==> src/rtl/simple_alu_stream.sv <==
// simple_alu_stream: streaming ALU that applies a latched op to a job of len operand pairs
module simple_alu_stream #(
  parameter int DataWidth = 32,
  parameter int CntWidth  = 16
) (
  input  logic                 clk_i,
  input  logic                 rst_ni,
  input  logic [1:0]           alu_config_i,
  input  logic [CntWidth-1:0]  len_i,
  input  logic                 start_i,
  output logic                 busy_o,
  output logic                 done_o,
  input  logic [DataWidth-1:0] a_i,
  input  logic [DataWidth-1:0] b_i,
  input  logic                 in_valid_i,
  output logic                 in_ready_o,
  output logic [DataWidth-1:0] res_o,
  output logic                 out_valid_o,
  input  logic                 out_ready_i
);
  localparam logic [1:0] IDLE = 2'd0;
  localparam logic [1:0] RUN  = 2'd1;
  localparam logic [1:0] DONE = 2'd2;
  logic [1:0]           state, state_nxt, op;
  logic [CntWidth-1:0]  len, in_cnt, out_cnt;
  logic [DataWidth-1:0] res, result;
  logic                 out_valid, in_hs, out_hs, last_out;
  assign in_ready_o  = (state == RUN) && (in_cnt < len) && (!out_valid || out_ready_i);
  assign in_hs       = in_valid_i && in_ready_o;
  assign out_hs      = out_valid && out_ready_i;
  assign last_out    = out_hs && (out_cnt == len - CntWidth'(1));
  assign busy_o      = state == RUN;
  assign done_o      = state == DONE;
  assign res_o       = res;
  assign out_valid_o = out_valid;
  // Latched op applied to the operand pair currently offered
  always_comb
    result = (op == 2'b00) ? a_i + b_i :
             (op == 2'b01) ? a_i - b_i :
             (op == 2'b10) ? a_i * b_i : a_i ^ b_i;
  // Job sequencing: IDLE -> RUN (or straight to DONE for an empty job) -> DONE -> IDLE
  always_comb
    state_nxt = (state == IDLE) ? (start_i ? ((len_i != '0) ? RUN : DONE) : IDLE) :
                (state == RUN)  ? (last_out ? DONE : RUN) : IDLE;
  // Job parameters, counters and the single-stage result register
  always_ff @(posedge clk_i or negedge rst_ni) begin
    if (!rst_ni) begin
      state     <= IDLE;
      op        <= 2'b00;
      len       <= '0;
      in_cnt    <= '0;
      out_cnt   <= '0;
      res       <= '0;
      out_valid <= 1'b0;
    end else begin
      state <= state_nxt;
      if (state == IDLE && start_i) begin
        op      <= alu_config_i;
        len     <= len_i;
        in_cnt  <= '0;
        out_cnt <= '0;
      end
      if (in_hs) begin
        in_cnt <= in_cnt + CntWidth'(1);
        res    <= result;
      end
      if (out_hs) out_cnt <= out_cnt + CntWidth'(1);
      out_valid <= in_hs || (out_valid && !out_ready_i);
    end
  end
endmodule

==> config.mk <==
export PLATFORM = sky130hd
export DESIGN_NAME = simple_alu_stream
export DESIGN_NICKNAME = d
export VERILOG_FILES = /design/src/rtl/simple_alu_stream.sv
export SDC_FILE = /design/constraint.sdc
export NUM_CORES = 2
export LEC_CHECK = 0
export ABC_CLOCK_PERIOD_IN_PS = 2400
export CAP_MARGIN = 20
export CORE_ASPECT_RATIO = 0.8
export CORE_MARGIN = 8
export CORE_UTILIZATION = 45
export DETAILED_ROUTE_END_ITERATION = 6
export PLACE_DENSITY = 0.65
export SLEW_MARGIN = 10
export SYNTH_ARGS = -nofsm -noshare
export SYNTH_HDL_FRONTEND = slang
export SYNTH_SLANG_ARGS = --single-unit
==> constraint.sdc <==
create_clock -name clk_i -period 2.4 [get_ports clk_i]
set_clock_uncertainty 0.05 [all_clocks]
set_input_delay 0.24 -clock clk_i [delete_from_list [all_inputs] [get_ports clk_i]]
set_output_delay 0.24 -clock clk_i [all_outputs]
set_load 0.02 [all_outputs]
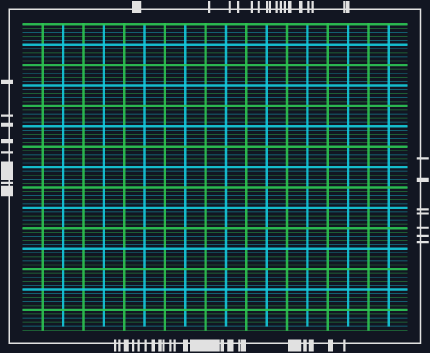
(PDN straps and rails)
(1.5 px per µm) Pins as bars on the die edge.
- cyan: VDD
- green: VSS
- rows: 75
- met1 rails: 76
- met4 straps: 18
- met5 straps: 15
- signal pins: 123
Core Box Area: 0.05236 mm²
DIE WIDTH: 273.1 µm
Die Span Y: 221.7 µm

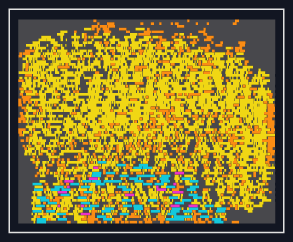
(cell classes on the final placement)
(1 px per µm) Fill, decap, tap and diode cells in gray.
- magenta: clock drivers and dummy loads (cells 16; share of their area 0.94%)
- yellow: remaining logic cells (cells 2565; share of their area 71%)
- orange: remaining buffers and delay cells (cells 753; share of their area 22%)
- cyan: registers (cells 85; share of their area 6.6%)
Site Rows: 75
Core Util, Final: 63.49%
post-route design area: 0.03324 mm²
sequential share of cell area: 6.402%

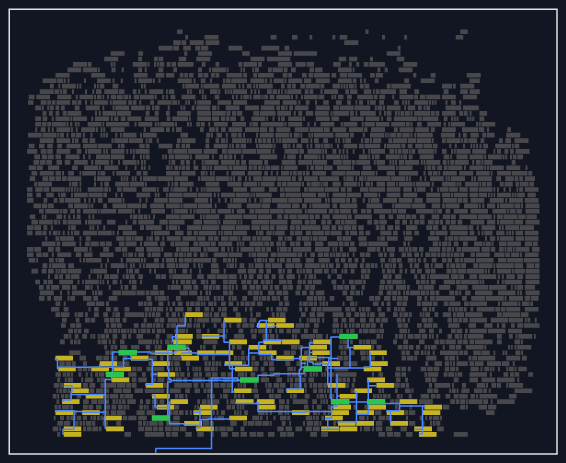
(clock distribution)
(2 px per µm)
- yellow: flip-flops (count 85)
- green: clock-net drivers (count 9)
- blue: clock wires (length 1170 µm)
- routed clock nets: 10
Insertion Delay late pin: 0.35 ns

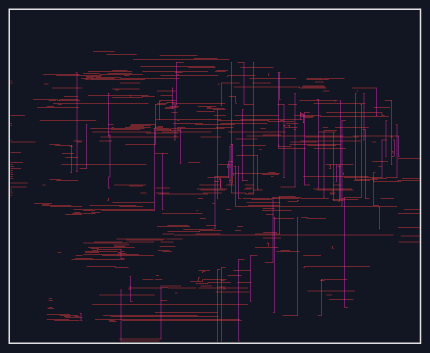
(signal wires by layer)
(1.5 px per µm) Two of the layers only.
- red: M3 (wire length 6080 µm)
- magenta: M4 (wire length 2410 µm)
DR WL/cell: 21.02 µm
WL final: 86.44 mm

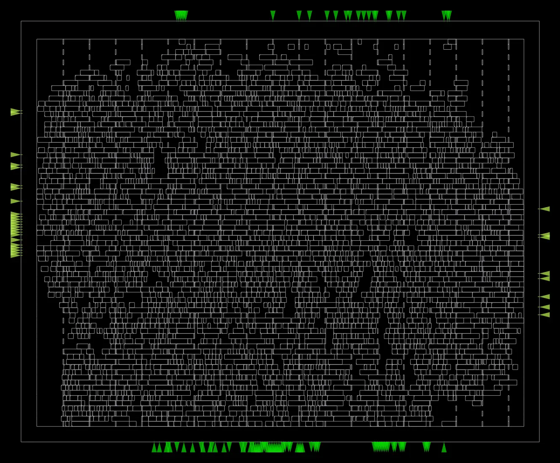
(cell placement)
Filler Cells Inserted: 4307
Tapcells: 693
Final Non-Filler Cells: 4112
flop count: 85

==> results_dict.tcl <==
# collected from the flow reports
set metrics [dict create \
    io_pins 123 \
    timing.critical_path.buf_inv 6 \
    ys_types 89 \
    fin_nets 4114 \
    clk_path_buf_depth 2 \
    worst_hold_path_type "input port to async pin" \
    regToRegEndpoint "res_o[30]" \
    cts_resized 497 \
    dieArea_mm2 0.06054 \
    min_period_ns 6.817 \
    yosys_cells 2790 \
    pre_cts_slack_ns -5.424 \
    ys_sh_xor_pct 4.233 \
    synthCells 2790 \
    grt.overflow.total 0 \
    rr_startpoint "len[1]" \
    comb.multi_input.count 2098 \
    use_met3_pct 3.751 \
    grt_pass1_vias 23750 \
    grt_max_degree 56 \
    crit_fanout 6 \
    buffer_area_share_pct 21.01 \
    layout_top_cell "buf_4" \
    drive_gt1_share_pct 30.42 \
    combGateArea_mm2 0.02119 \
    antenna_cells 0 \
    end_kind "register" \
    portBuffers 122 \
    fin_tns_setup_ns -99.67 \
    fin_hold_ws_ns 0.3758 \
    violations "setup timing" \
    regArea_mm2 0.002128 \
    setup_viol 48 \
    startpoint_type "input port" \
    cts_inserted_buffers 9 \
    drtIter0Drc 1764 \
    most_common_cell "inv_1" \
    cts_tree "done" \
    cpMostUsedCell "fa_1" \
    wl_met2_mm 41.37 \
    top_usage_layer "met2" \
    place_area_mm2 0.03013 \
    antenna_left 0 \
    status "complete, but fails checks" \
    first_pass_iters 7 \
    worstMarginPinSlew_ns 0.6373 \
    top_area_share_pct 34.49 \
    fmax_mhz 146.7 \
    fin_ws_ns -4.417 \
    clk_pin_slew_ns 0.06 \
    cp-endpoint "res_o[30]" \
    hold_viol 0 \
    viasPerCell 5.487 \
    critPathTopFamily "adder cells" \
    syn2layout_area_growth_pct 39.70 \
    inv_count 467 \
    relSlewSlack_pct 57.12 \
    dr_total_vias 22560 \
    slowest_stage "fa_1" \
    met2_usage_pct 45.71 \
    track_usage_pct 28.04 \
    grt_pass1_wl_mm 134.8 \
    dp.cells 4003 \
    path_class "input port to register" \
    synth_area_mm2 0.02380 \
    cap_violations 0 \
    yosys_most_used_dff "dfrtp_1" \
    route.met3.wl_mm 6.079 \
    crit_path_start "b_i[3]" \
    topCellsByArea "fa_1 (34%), ha_1 (11%), dfrtp_1 (8.9%), inv_1 (7.3%), and2_1 (6.9%)" \
    drv_slew 0 \
    avgSynthCellArea_um2 8.529 \
    tool_warnings 60 \
    ys_chip_area_mm2 0.02380 \
    clock_tree_area_fraction_pct 0.9108 \
    post_cts_buffers 63 \
    cts_root_buf "clkbuf_16" \
    met1_length_mm 36.58 \
    postSynthSeqShare_pct 8.938 \
    clock_sink_count 85 \
    worstSetupPathDepth 25 \
    simple_gate_share_pct 18.66 \
]
